### Cells colored by class

Drawn at 4 px/um.
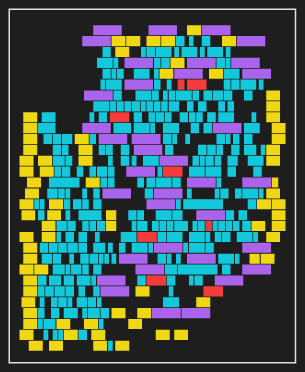
### Met1 routing

Drawn at 6 px/um.
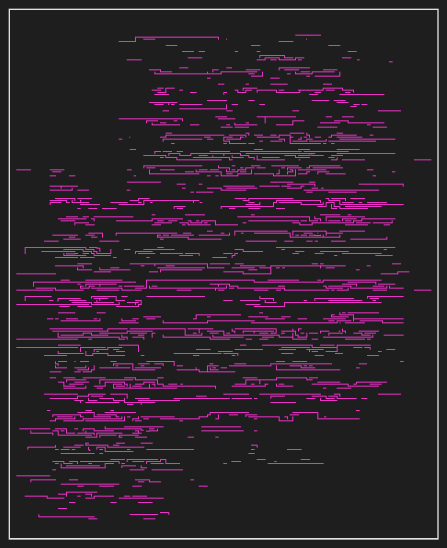
### Sizing map

Drawn at 4 px/um.
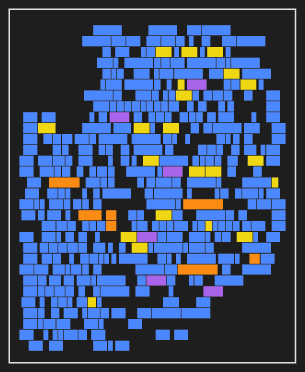
**config.mk**
```make
export PLATFORM = sky130hd
export DESIGN_NAME = mc_control
export DESIGN_NICKNAME = d
export VERILOG_FILES = /design/src/rtl/mc_control.sv
export SDC_FILE = /design/constraint.sdc
export NUM_CORES = 1
export LEC_CHECK = 0
export CAP_MARGIN = 25
export CORE_ASPECT_RATIO = 1.25
export CORE_MARGIN = 2
export CORE_UTILIZATION = 45
export CTS_BUF_LIST = sky130_fd_sc_hd__clkbuf_4 sky130_fd_sc_hd__clkbuf_8
export DETAILED_ROUTE_END_ITERATION = 12
export PLACE_DENSITY = 0.86
export RECOVER_POWER = 50
export SYNTH_ARGS = -nofsm -noshare
export SYNTH_HDL_FRONTEND = slang
export SYNTH_SLANG_ARGS = --single-unit
```
**constraint.sdc**
```tcl
create_clock -name clk -period 7 [get_ports clk]
set_clock_uncertainty 0.2 [all_clocks]
set_input_delay 1.4 -clock clk [delete_from_list [all_inputs] [get_ports clk]]
set_output_delay 1.4 -clock clk [all_outputs]
set_load 0.03 [all_outputs]
```
**src/rtl/mc_control.sv**
```systemverilog
// mc_control: multi-cycle controller for the MIPS-subset datapath.
// Sequences each instruction through FETCH/DECODE/EXE/MEM/WB and drives selects and write enables.
module mc_control #(
    parameter int CNT_W = 32
) (
    input  logic             clk,
    input  logic             reset,
    input  logic [5:0]       op,
    input  logic [5:0]       funct,
    input  logic             zero,
    output logic             PCWr,
    output logic             IRWr,
    output logic [1:0]       NPCOp,
    output logic [1:0]       EXTOp,
    output logic [2:0]       ALUOp,
    output logic             BSel,
    output logic [1:0]       SSel,
    output logic [1:0]       LSel,
    output logic [1:0]       M1Sel,
    output logic [1:0]       M2Sel,
    output logic             M3Sel,
    output logic             RFWr,
    output logic             DMWr,
    output logic [2:0]       state,
    output logic             retire,
    output logic [CNT_W-1:0] instr_cnt,
    output logic             illegal
);
    // state  | meaning
    // FETCH  | IR <= mem[PC], PC <= PC+4
    // DECODE | register read, legality check
    // EXE    | ALU operation, branch/jump resolution
    // MEM    | data memory access
    // WB     | register file write
    typedef enum logic [2:0] {
        S_FETCH  = 3'd0,
        S_DECODE = 3'd1,
        S_EXE    = 3'd2,
        S_MEM    = 3'd3,
        S_WB     = 3'd4
    } state_t;

    state_t cur, nxt;

    logic i_addu, i_subu, i_sll, i_slt, i_jr, i_ori, i_lui;
    logic i_ld, i_st, i_beq, i_bne, i_j, i_jal, r_alu, known;
    logic [1:0] msize;
    logic [2:0] alu_code;
    logic [1:0] ext_code;
    logic       m3_code;
    logic pcwr_c, irwr_c, rfwr_c, dmwr_c, retire_c;

    always_comb begin
        i_addu = (op == 6'b000000) && (funct == 6'b100001);
        i_subu = (op == 6'b000000) && (funct == 6'b100011);
        i_sll  = (op == 6'b000000) && (funct == 6'b000000);
        i_slt  = (op == 6'b000000) && (funct == 6'b101010);
        i_jr   = (op == 6'b000000) && (funct == 6'b001000);
        i_ori  = (op == 6'b001101);
        i_lui  = (op == 6'b001111);
        i_ld   = (op == 6'b100011) || (op == 6'b100001) || (op == 6'b100000);
        i_st   = (op == 6'b101011) || (op == 6'b101001) || (op == 6'b101000);
        i_beq  = (op == 6'b000100);
        i_bne  = (op == 6'b000101);
        i_j    = (op == 6'b000010);
        i_jal  = (op == 6'b000011);
        r_alu  = i_addu | i_subu | i_sll | i_slt;
        known  = r_alu | i_jr | i_ori | i_lui | i_ld | i_st | i_beq | i_bne | i_j | i_jal;
        // word/half/byte share op[1:0] = 11/01/00 across loads and stores
        msize  = op[1] ? 2'b00 : (op[0] ? 2'b01 : 2'b10);
        alu_code = 3'b000;
        if (i_subu | i_beq | i_bne) alu_code = 3'b001;
        else if (i_ori)             alu_code = 3'b010;
        else if (i_sll)             alu_code = 3'b011;
        else if (i_slt)             alu_code = 3'b100;
        ext_code = (i_ld | i_st) ? 2'b01 : (i_lui ? 2'b10 : 2'b00);
        m3_code  = i_ori | i_ld | i_st;
    end

    always_ff @(posedge clk) begin
        if (reset) begin
            cur       <= S_FETCH;
            instr_cnt <= '0;
            illegal   <= 1'b0;
        end else begin
            cur <= nxt;
            if (retire_c) instr_cnt <= instr_cnt + 1'b1;
            if (cur == S_DECODE && !known) illegal <= 1'b1;
        end
    end

    always_comb begin
        nxt = S_FETCH;
        case (cur)
            S_FETCH:  nxt = S_DECODE;
            S_DECODE: nxt = known ? S_EXE : S_FETCH;
            S_EXE: begin
                if (r_alu | i_ori | i_lui) nxt = S_WB;
                else if (i_ld | i_st)      nxt = S_MEM;
                else                       nxt = S_FETCH;
            end
            S_MEM:    nxt = i_ld ? S_WB : S_FETCH;
            default:  nxt = S_FETCH;
        endcase
    end

    always_comb begin
        pcwr_c = 1'b0; irwr_c = 1'b0; rfwr_c = 1'b0; dmwr_c = 1'b0; retire_c = 1'b0;
        NPCOp = 2'b00; EXTOp = 2'b00; ALUOp = 3'b000; BSel = 1'b0;
        SSel = 2'b00; LSel = 2'b00; M1Sel = 2'b00; M2Sel = 2'b00; M3Sel = 1'b0;
        case (cur)
            S_FETCH: begin
                irwr_c = 1'b1;
                pcwr_c = 1'b1;
            end
            S_DECODE: retire_c = !known;
            S_EXE: begin
                ALUOp = alu_code;
                EXTOp = ext_code;
                M3Sel = m3_code;
                if (i_beq | i_bne) begin
                    NPCOp    = 2'b01;
                    BSel     = i_bne;
                    pcwr_c   = i_bne ? ~zero : zero;
                    retire_c = 1'b1;
                end
                if (i_j | i_jal) begin
                    NPCOp    = 2'b10;
                    pcwr_c   = 1'b1;
                    retire_c = 1'b1;
                end
                if (i_jal) begin
                    rfwr_c = 1'b1;
                    M1Sel  = 2'b10;
                    M2Sel  = 2'b11;
                end
                if (i_jr) begin
                    NPCOp    = 2'b11;
                    pcwr_c   = 1'b1;
                    retire_c = 1'b1;
                end
            end
            S_MEM: begin
                ALUOp = alu_code;
                EXTOp = ext_code;
                M3Sel = m3_code;
                if (i_st) begin
                    dmwr_c   = 1'b1;
                    SSel     = msize;
                    retire_c = 1'b1;
                end
                if (i_ld) LSel = msize;
            end
            S_WB: begin
                ALUOp    = alu_code;
                EXTOp    = ext_code;
                M3Sel    = m3_code;
                rfwr_c   = 1'b1;
                retire_c = 1'b1;
                if (r_alu) begin
                    M1Sel = 2'b01;
                    M2Sel = 2'b10;
                end else if (i_ori) begin
                    M2Sel = 2'b10;
                end else if (i_ld) begin
                    M2Sel = 2'b01;
                    LSel  = msize;
                end
            end
            default: ;
        endcase
    end

    assign PCWr   = pcwr_c & ~reset;
    assign IRWr   = irwr_c & ~reset;
    assign RFWr   = rfwr_c & ~reset;
    assign DMWr   = dmwr_c & ~reset;
    assign retire = retire_c & ~reset;
    assign state  = cur;
endmodule

```
==> qor.log <==
qor: synth.synth.net_count 340
qor: pwr.p_per_area 128.0 nW/um^2
qor: floorplanning.die_width 71.22 um
qor: layout.post-route-util 61.24%
qor: layout.dominant-cell-class logic gates
qor: synth.area_figure_in_the_yosys_stat_output 2541 um^2
qor: sta.layout_min_cycle_time 5.955 ns
qor: cts.worst_setup_hold_path_clk_slew 0.07 ns
qor: cts.clock_sinks 36
qor: hold_path.worst_hold_startpoint illegal
qor: cts.cts.root.buffer_cell clkbuf_8
qor: pwr.pwr.group.clock 0.000156 W
qor: synth.top_logic_kind simple AND/OR/NAND/NOR gates
qor: synth.max_area_cell_share 28.36%
qor: synth.synth_top_cell_by_count nor2_1
qor: critical_path.r2r_end instr_cnt[29]
qor: layout.flip_flop_count_of_the_largest_register_after_layout 32
qor: synth.post_synth_inst_count 324
qor: pwr.top_power_group registers
qor: sta.finalSetupViolations 0
qor: layout.final-seq-area 720.7 um^2
qor: sta.maxClockFrequency 167.9 MHz
qor: route.met2RoutedLength 3531 um
qor: pwr.sw_ratio 27.81%
qor: cts.count_of_h_tree_levels_built_during_cts 2
qor: route.route.final.wire_length 6883 um
qor: pwr.clkPwrFrac 36.7%
qor: synth.syn_area_per_cell 7.843 um^2
qor: synth.yosys-top-cells-count nor2_1, dfxtp_1, nor2b_1, a21oi_1, mux2_2
qor: synth.postSynthRegisterBits 36
qor: cts.post-cts-setup-buffers 0
qor: route.route.detailed.drc 0
qor: run_status.run_status finished clean
qor: synth.yosysWarnings 0
qor: synth.synth.yosys.num_cells 324
qor: route.drt_iter0_drc 241
qor: floorplanning.n_taps 64
qor: critical_path.worst_path_dominant_cell_family buffers and inverters
qor: synth.edf_count 0
qor: sta.min_period_over_period 85.08%
qor: route.wl_met3 458 um
qor: layout.final_cell_mix nor2_1, dlygate4sd3_1, dfxtp_1
qor: layout.area_overhead_vs_synth 31.17%
qor: placed_design.io_buffers 72
qor: synth.ys_async_sr_fraction 0%
qor: floorplanning.die_h 88.02 um
qor: route.vias_per_cell 5.891
qor: layout.largest_register instr_cnt
qor: synth.xor_share 0.3447%
qor: pwr.comb-power 0.0000604 W
qor: critical_path.critPathKind primary input to output port
qor: hold_path.end_point_of_the_worst_hold_path illegal
qor: layout.fillers 484
qor: synth.mapped_area 2541 um^2
qor: layout.antenna-diode-count 0
qor: floorplanning.ios 73
qor: critical_path.crit_cells 8
qor: critical_path.regToRegStartpoint state[1]
qor: critical_path.ff2ff_setup_slack 4.33 ns
qor: critical_path.crit_path_top_delay_cell dlygate4sd3_1
qor: layout.layout.cells.most_common nor2_1
qor: pwr.total_leakage_power 1.315 nW
qor: layout.finalNonFillerCells 448
qor: layout.comb_area_share 50.60%
qor: layout.multi_input_comb_area 1687 um^2
qor: sta.final_max_slew_viol_count 0
qor: route.drt_pre_antenna_iters 7
qor: critical_path.reg2reg_depth 7
qor: critical_path.crit_path_start op[0]
qor: pwr.sequentialPower 0.000210 W
qor: global_route.grt.overflow.total 0
qor: critical_path.worst-endpoint-required 5.40 ns
qor: critical_path.worstPathCellList dlygate4sd3_1, nor3_1, o211ai_1, nor2_1, or3_1, buf_4, a21oi_1, clkdlybuf4s50_1
qor: route.vias 2639
qor: synth.synth.area.mux_share 13.29%
qor: job.warnings 26
qor: route.m1WireLength 2755 um
qor: placed_design.post_placement_cell_count 440
qor: synth.synth-seq-area-share 28.36%
qor: layout.postLayoutCellArea 3333 um^2
qor: synth.ys_sh_simple 37.42%
qor: critical_path.setup.worst_path.end retire
qor: cts.numCtsBuffers 5
qor: pwr.power_frac_comb 14.2%
qor: synth.synth_top_cell_by_area dfxtp_1
qor: sta.tightestPinTransition 0.7620 ns
qor: global_route.grt_pass1_vias 2406
qor: hold_path.worstHoldPathCells 2
qor: sta.timing.final.ws_setup 1.045 ns
qor: cts.tritoncts_clock_tree built
qor: placed_design.detailed_place_hpwl 4927 um
qor: placed_design.postPlaceCellArea 3243 um^2
qor: cts.cts-hold-fix-buffers 0
qor: sta.grt_setup_unrepaired false
qor: route.highest_signal_layer met4
qor: pwr.sequential_share_of_power 49.2%
qor: sta.fin_tns_setup 0 ns
qor: synth.aoi_share 14.67%
qor: layout.clockBufferCount 6
qor: pwr.post-layout-total-power 0.0004266 W
qor: layout.clockNetworkAreaShare 2.778%
qor: global_route.grt_pass1_wl 11100 um
qor: cts.clock_latency 0.30 ns
qor: cts.cts.path.max_buffers 2
qor: route.route.detailed.wl_per_inst 15.36 um
qor: floorplanning.initial_core_util 46.69%
qor: sta.final-hold-violation-count 0
qor: synth.post_synth_main_area_contributors dfxtp_1, nor2b_1, mux2_2
qor: critical_path.critPathArrivalTime 4.36 ns
qor: layout.post_route_cells_drive_above_1_share 8.854%
qor: layout.multi_input_comb_cells 261
qor: pwr.switchingPower 0.0001186 W
qor: layout.sequential_cell_count 36
qor: layout.nonClkBufAreaFrac 22.15%
qor: critical_path.cp-start-kind primary input
qor: global_route.global_route_met3_usage 5.063%
qor: hold_path.hold_path_class flip-flop to flip-flop
qor: layout.nonClockBufferCount 75
qor: global_route.grtUsageMet2 39.56%
qor: critical_path.number_of_buffer_and_inverter_stages_on_the_critical_path 3
qor: cts.postCtsResizedCells 0
qor: pwr.intPower 0.0003080 W
qor: global_route.initial_antenna_violation_count 0
qor: job.drv_cap 0
qor: route.antenna_left 0
qor: critical_path.worstSetupEndpointType output port
## Picture notes: 'Cells colored by class'
sequential cells: shown in purple, cells 36, share of their area 22%. remaining buffers and delay cells: shown in yellow, cells 75, share of their area 23%. clock drivers and dummy loads: shown in red, cells 8, share of their area 2.8%. combinational and other logic: shown in cyan, cells 265, share of their area 52%.
share of cell area taken by flip-flops and latches: 21.62%
core area: 5443 um^2
cell row count: 30

## Picture notes: 'Met1 routing'
The wires run mostly horizontal. The layer holds 40% of the routed length.

## Picture notes: 'Sizing map'
_2 cells: shown in yellow, cells 21, share 5.5%, most used mux2_2. _3 and _4 cells: shown in orange, cells 7, share 1.8%, most used buf_4. _0 and _1 cells: shown in blue, cells 350, share 91%, most used nor2_1. _6 and larger: shown in purple, cells 6, share 1.6%, most used clkbuf_8.

Power figures rest on the tool's default switching activity, not on a simulated workload.
